==> images/port_trees.png <==
(4 px per um)
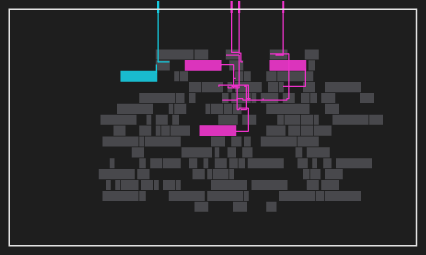
==> images/util_map.png <==
(4 px per um) 10 x 6 tiles, from dark blue (low) to red (high), 0 to 100% covered.
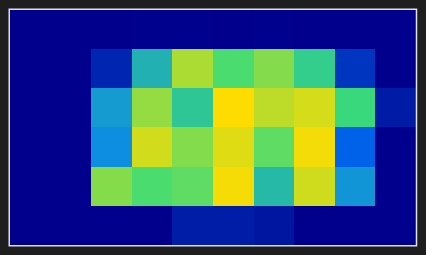
<file path="src/rtl/pll_startup_seq.sv">
// Start-up and lock-supervision sequencer for the SPLL clock domain: holds the PLL
// domain in reset while it settles, then watches a synchronized heartbeat as a watchdog.
module pll_startup_seq #(
   parameter int SETTLE_CYCLES = 1024,
   parameter int HB_WINDOW     = 256,
   parameter int HB_MIN        = 4,
   parameter int MAX_RETRY     = 3
) (
   input  logic                           clk,
   input  logic                           rst,
   input  logic                           start,
   input  logic                           hb_in,
   output logic                           dom_rst,
   output logic                           ready,
   output logic                           fault,
   output logic [$clog2(MAX_RETRY+1)-1:0] retry_cnt,
   output logic [2:0]                     state
);

   localparam int RW   = $clog2(MAX_RETRY + 1);
   localparam int TMAX = (SETTLE_CYCLES > HB_WINDOW) ? SETTLE_CYCLES : HB_WINDOW;
   localparam int TW   = $clog2(TMAX);
   localparam int EW   = $clog2(HB_MIN + 1);

   typedef enum logic [2:0] {
      ST_IDLE   = 3'd0,
      ST_SETTLE = 3'd1,
      ST_CHECK  = 3'd2,
      ST_RUN    = 3'd3,
      ST_FAULT  = 3'd4
   } state_t;

   state_t          state_q, state_d;
   logic [TW-1:0]   timer_q, timer_d;
   logic [EW-1:0]   edge_cnt_q, edge_cnt_d;
   logic [RW-1:0]   retry_q, retry_d;
   logic [2:0]      hb_sync_q, hb_sync_d;
   logic            dom_rst_q, dom_rst_d;
   logic            ready_q, ready_d;
   logic            fault_q, fault_d;

   logic            hb_edge;
   logic [EW-1:0]   edge_total;
   logic            edges_ok;
   logic            settle_done;
   logic            window_done;

   // NOTE: state registers use non-blocking assignments so every flop samples the
   // pre-edge value of its neighbours; blocking here would collapse the synchronizer.
   always_ff @(posedge clk or posedge rst) begin
      if (rst) begin
         state_q    <= ST_IDLE;
         timer_q    <= '0;
         edge_cnt_q <= '0;
         retry_q    <= '0;
         hb_sync_q  <= '0;
         dom_rst_q  <= 1'b1;
         ready_q    <= 1'b0;
         fault_q    <= 1'b0;
      end else begin
         state_q    <= state_d;
         timer_q    <= timer_d;
         edge_cnt_q <= edge_cnt_d;
         retry_q    <= retry_d;
         hb_sync_q  <= hb_sync_d;
         dom_rst_q  <= dom_rst_d;
         ready_q    <= ready_d;
         fault_q    <= fault_d;
      end
   end

   // Bits [1:0] form the synchronizer, bit 2 is the history sample for edge detection.
   always_comb begin
      hb_sync_d   = {hb_sync_q[1:0], hb_in};
      hb_edge     = hb_sync_q[1] ^ hb_sync_q[2];
      edge_total  = (edge_cnt_q == EW'(HB_MIN)) ? edge_cnt_q : edge_cnt_q + EW'(hb_edge);
      edges_ok    = (edge_total == EW'(HB_MIN));
      settle_done = (timer_q == TW'(SETTLE_CYCLES - 1));
      window_done = (timer_q == TW'(HB_WINDOW - 1));
   end

   // NOTE: every signal gets a default before the case so no path leaves one unassigned,
   // which would otherwise infer a latch.
   always_comb begin
      state_d    = state_q;
      timer_d    = timer_q + TW'(1);
      edge_cnt_d = edge_total;
      retry_d    = retry_q;

      unique case (state_q)
         ST_IDLE: begin
            timer_d    = '0;
            edge_cnt_d = '0;
            retry_d    = '0;
            if (start) state_d = ST_SETTLE;
         end
         ST_SETTLE: begin
            edge_cnt_d = '0;
            if (settle_done) begin
               state_d = ST_CHECK;
               timer_d = '0;
            end
         end
         ST_CHECK, ST_RUN: begin
            // The last-cycle edge pulse is already folded into edge_total.
            if (window_done) begin
               timer_d    = '0;
               edge_cnt_d = '0;
               if (edges_ok) begin
                  state_d = ST_RUN;
                  retry_d = '0;
               end else if (retry_q < RW'(MAX_RETRY)) begin
                  state_d = ST_SETTLE;
                  retry_d = retry_q + RW'(1);
               end else begin
                  state_d = ST_FAULT;
               end
            end
         end
         ST_FAULT: begin
            timer_d    = '0;
            edge_cnt_d = '0;
         end
         default: begin
            state_d    = ST_IDLE;
            timer_d    = '0;
            edge_cnt_d = '0;
            retry_d    = '0;
         end
      endcase

      // Dropping start overrides any window decision taken in the same cycle.
      if (!start) begin
         state_d    = ST_IDLE;
         timer_d    = '0;
         edge_cnt_d = '0;
         retry_d    = '0;
      end

      dom_rst_d = !((state_d == ST_CHECK) || (state_d == ST_RUN));
      ready_d   = (state_d == ST_RUN);
      fault_d   = (state_d == ST_FAULT);
   end

   assign dom_rst   = dom_rst_q;
   assign ready     = ready_q;
   assign fault     = fault_q;
   assign retry_cnt = retry_q;
   assign state     = state_q;

endmodule
</file>
<file path="config.mk">
export PLATFORM = sky130hd
export DESIGN_NAME = pll_startup_seq
export DESIGN_NICKNAME = d
export VERILOG_FILES = /design/src/rtl/pll_startup_seq.sv
export SDC_FILE = /design/constraint.sdc
export NUM_CORES = 1
export LEC_CHECK = 0
export ABC_AREA = 0
export ABC_CLOCK_PERIOD_IN_PS = 2490
export CORE_ASPECT_RATIO = 0.5
export CORE_MARGIN = 8
export CORE_UTILIZATION = 35
export DETAILED_ROUTE_END_ITERATION = 8
export GPL_TIMING_DRIVEN = 0
export SLEW_MARGIN = 20
export SYNTH_ARGS = -nofsm -noshare
export SYNTH_HDL_FRONTEND = slang
export SYNTH_SLANG_ARGS = --single-unit
</file>
<file path="constraint.sdc">
create_clock -name clk -period 2.49 [get_ports clk]
set_input_delay 0.3735 -clock clk [delete_from_list [all_inputs] [get_ports clk]]
set_output_delay 0.3735 -clock clk [all_outputs]
set_load 0.1 [all_outputs]
</file>
==> reports/metrics.csv <==
stage,metric,value,unit
placed_design,hpwl dp,1.745,mm
clock_tree,Resize count post-CTS,0,
run,tool warnings,26,
synth,Post-Syn Area,1277,um^2
routing,# DRC,0,
routing,number of routed nets with antenna violations,0,
pwr,leakage,0.0006550,uW
clock_tree,TritonCTS Buffers,3,
final_timing,fin crit share,91.79,%
critical_path,slowest CP cell,clkdlybuf4s50_1,
floorplanning,Horiz. Die Dim,101.4,um
critical_path,startpoint types,flop,
synth,syn_nets,122,
final_timing,worst slew pin tran,0.9691,ns
clock_tree,CTS root buf,clkbuf_8,
final_timing,FMAX,437.5,MHz
synth,Synth area leaders,"dfrtp_1 (45%), xor2_1 (4.8%), ha_1 (3.9%)",
final_timing,Final Setup Violations,0,
critical_path,CP Cell Sequence,clkdlybuf4s50_1,
placed_design,Place WS,0.3302,ns
clock_tree,htree depth,1,
floorplanning,fp_density,36.79,%
pwr,Peak VDD IR,0.2208,mV
critical_path,critical path class,reg2out,
synth,Post-synth EDFFs,0,
global_routing,Total Routing Usage GR,8.802,%
run_status,status,finished clean,
global_routing,largest net degree at the start of global routing,25,
critical_path,WP data arrival,1.91,ns
floorplanning,Die H,58.72,um
final_timing,minimum clock period,2.286,ns
synth,Cell Type Count,44,
cells_and_area,Area Growth Syn to Fin,18.61,%
final_timing,post-route setup TNS,0,ns
synth,largest area contributor in the netlist,dfrtp_1,
synth,area share of the largest cell type after synthesis,45.05,%
pwr,Tot Pwr,796.5,uW
synth,syn_area_per_cell,11.21,um^2
critical_path,crit-path max FO,1,
routing,Routed WL,2.304,mm
clock_tree,TritonCTS clock tree,built,
clock_tree,clk latency late pin,0.27,ns
synth,Synth Seq Share,47.11,%
cells_and_area,"Non-Filler Cell Area, Final",1515,um^2
critical_path,Worst EP required,2.12,ns
final_timing,Clock Skew,0.005264,ns
pwr,Power Density,525.7,nW/um^2
routing,WL/cell,12.87,um
synth,main flop type,dfrtp_1,
synth,post-synthesis cell count,114,
cells_and_area,Ant. Diodes,0,
synth,"count leader, synth",dfrtp_1,
final_timing,Max Slew Vio Count,0,
synth,# Cells Yosys,114,
cells_and_area,Fillers,332,
## Picture notes: port_trees.png
Key: `ready` = cyan [bits 1, direction output, edge top, end cells 1, wire 17.5 um]; `state` = magenta [bits 3, direction output, edge top, end cells 3, wire 146 um]
I/O pin count: 12
IO Port Bufs: 10

## Picture notes: util_map.png
The fullest tile reaches 75%. 47% of the tiles are nearly empty. The mean over all tiles is 24%. The emptiest ninth of the die: upper left.
core area: 3472 um^2
fin util: 43.64%

final timing paths:
path | start | end | cells after the start
worst max-delay path | dom_rst | dom_rst | 1
worst min-delay path | hb_sync_q[0] | hb_sync_q[1] | 0
worst max register to register | hb_sync_q[2] | ready | 7
worst min register to register | hb_sync_q[0] | hb_sync_q[1] | 0
max in group asynchronous | rst | retry_cnt[0] | 2
min in group asynchronous | rst | hb_sync_q[0] | 2
flip-flops by register name (all words and copies together) (netlist names):
signal,flops
dom_rst,1
state,3
edge_cnt_q,3
hb_sync_q,3
retry_cnt,2
ready,1
timer_q,10
fault,1
power by group:
| group | switching (uW) | internal [uW] |
|---|---|---|
| registers | 3.69 | 395 |
| clock network | 126 | 215 |
| logic | 37.5 | 19.5 |
layout by cell type (no fill, tap or decap), types with 2 or more instances in the layout:
cell type and count:
a211oi_1 2, a21oi_1 3, a21oi_2 3, and2_1 2, and4_1 2, clkbuf_8 3, clkdlybuf4s50_1 9, dfrtp_1 23
ha_1 4, inv_1 3, mux2i_1 2, nand2_1 5, nand3_1 5, nand4_1 5, nor2_1 12, nor3_1 2
o21ai_0 2, o21bai_1 2, or2_1 2, xnor2_1 2, xor2_1 7
cells by family (layout without fill, tap and decap cells):
| logic type | count (synthesis) | count (layout) | synth area share (%) |
|---|---|---|---|
| DFF | 24 | 24 | 47.11 |
| AOI/OAI and AO/OA | 20 | 20 | 13.12 |
| and+or+nand+nor | 49 | 49 | 25.96 |
| xor gates and xnor gates | 9 | 9 | 6.171 |
| buffers and inverters | 6 | 20 | 2.154 |
| muxes | 2 | 2 | 1.567 |
| adders and majority gates | 4 | 4 | 3.918 |
layout make-up:
cell class              instances  area [um^2]  share of cell area, %
multi-input cells              84        648.1                  42.77
plain buffers                   2        12.51                 0.8258
clock buffers                   3        41.29                  2.725
repair buffers                 10        102.6                  6.771
flip-flops and latches         24        601.8                  39.72
clock inverters                 1        30.03                  1.982
inverters                       4        15.01                 0.9909
well taps                      51        63.81                  4.211
layer usage:
| metal | track usage [%] | routed length, um | vias to the layer above |
|---|---|---|---|
| li1 | - | - | 444 |
| met1 | 10.65 | 1140 | 429 |
| met3 | 2.820 | 66 | 2 |
| met5 | 0 | 0 | - |
| met2 | 14.68 | 1069 | 8 |
| met4 | 2.516 | 27 | 0 |
metrics by stage:
stage                     std cells  hold slack, ns  utilization (%)
after floorplan                 114          0.3312                -
after global placement          175          0.3336            41.51
after detailed placement        175          0.3419            41.51
after CTS                       179          0.3721            43.57
after global routing            179          0.3879            43.64
final                           179          0.3671            43.64
No activity file was given, so power comes from the tool's default toggle rates.
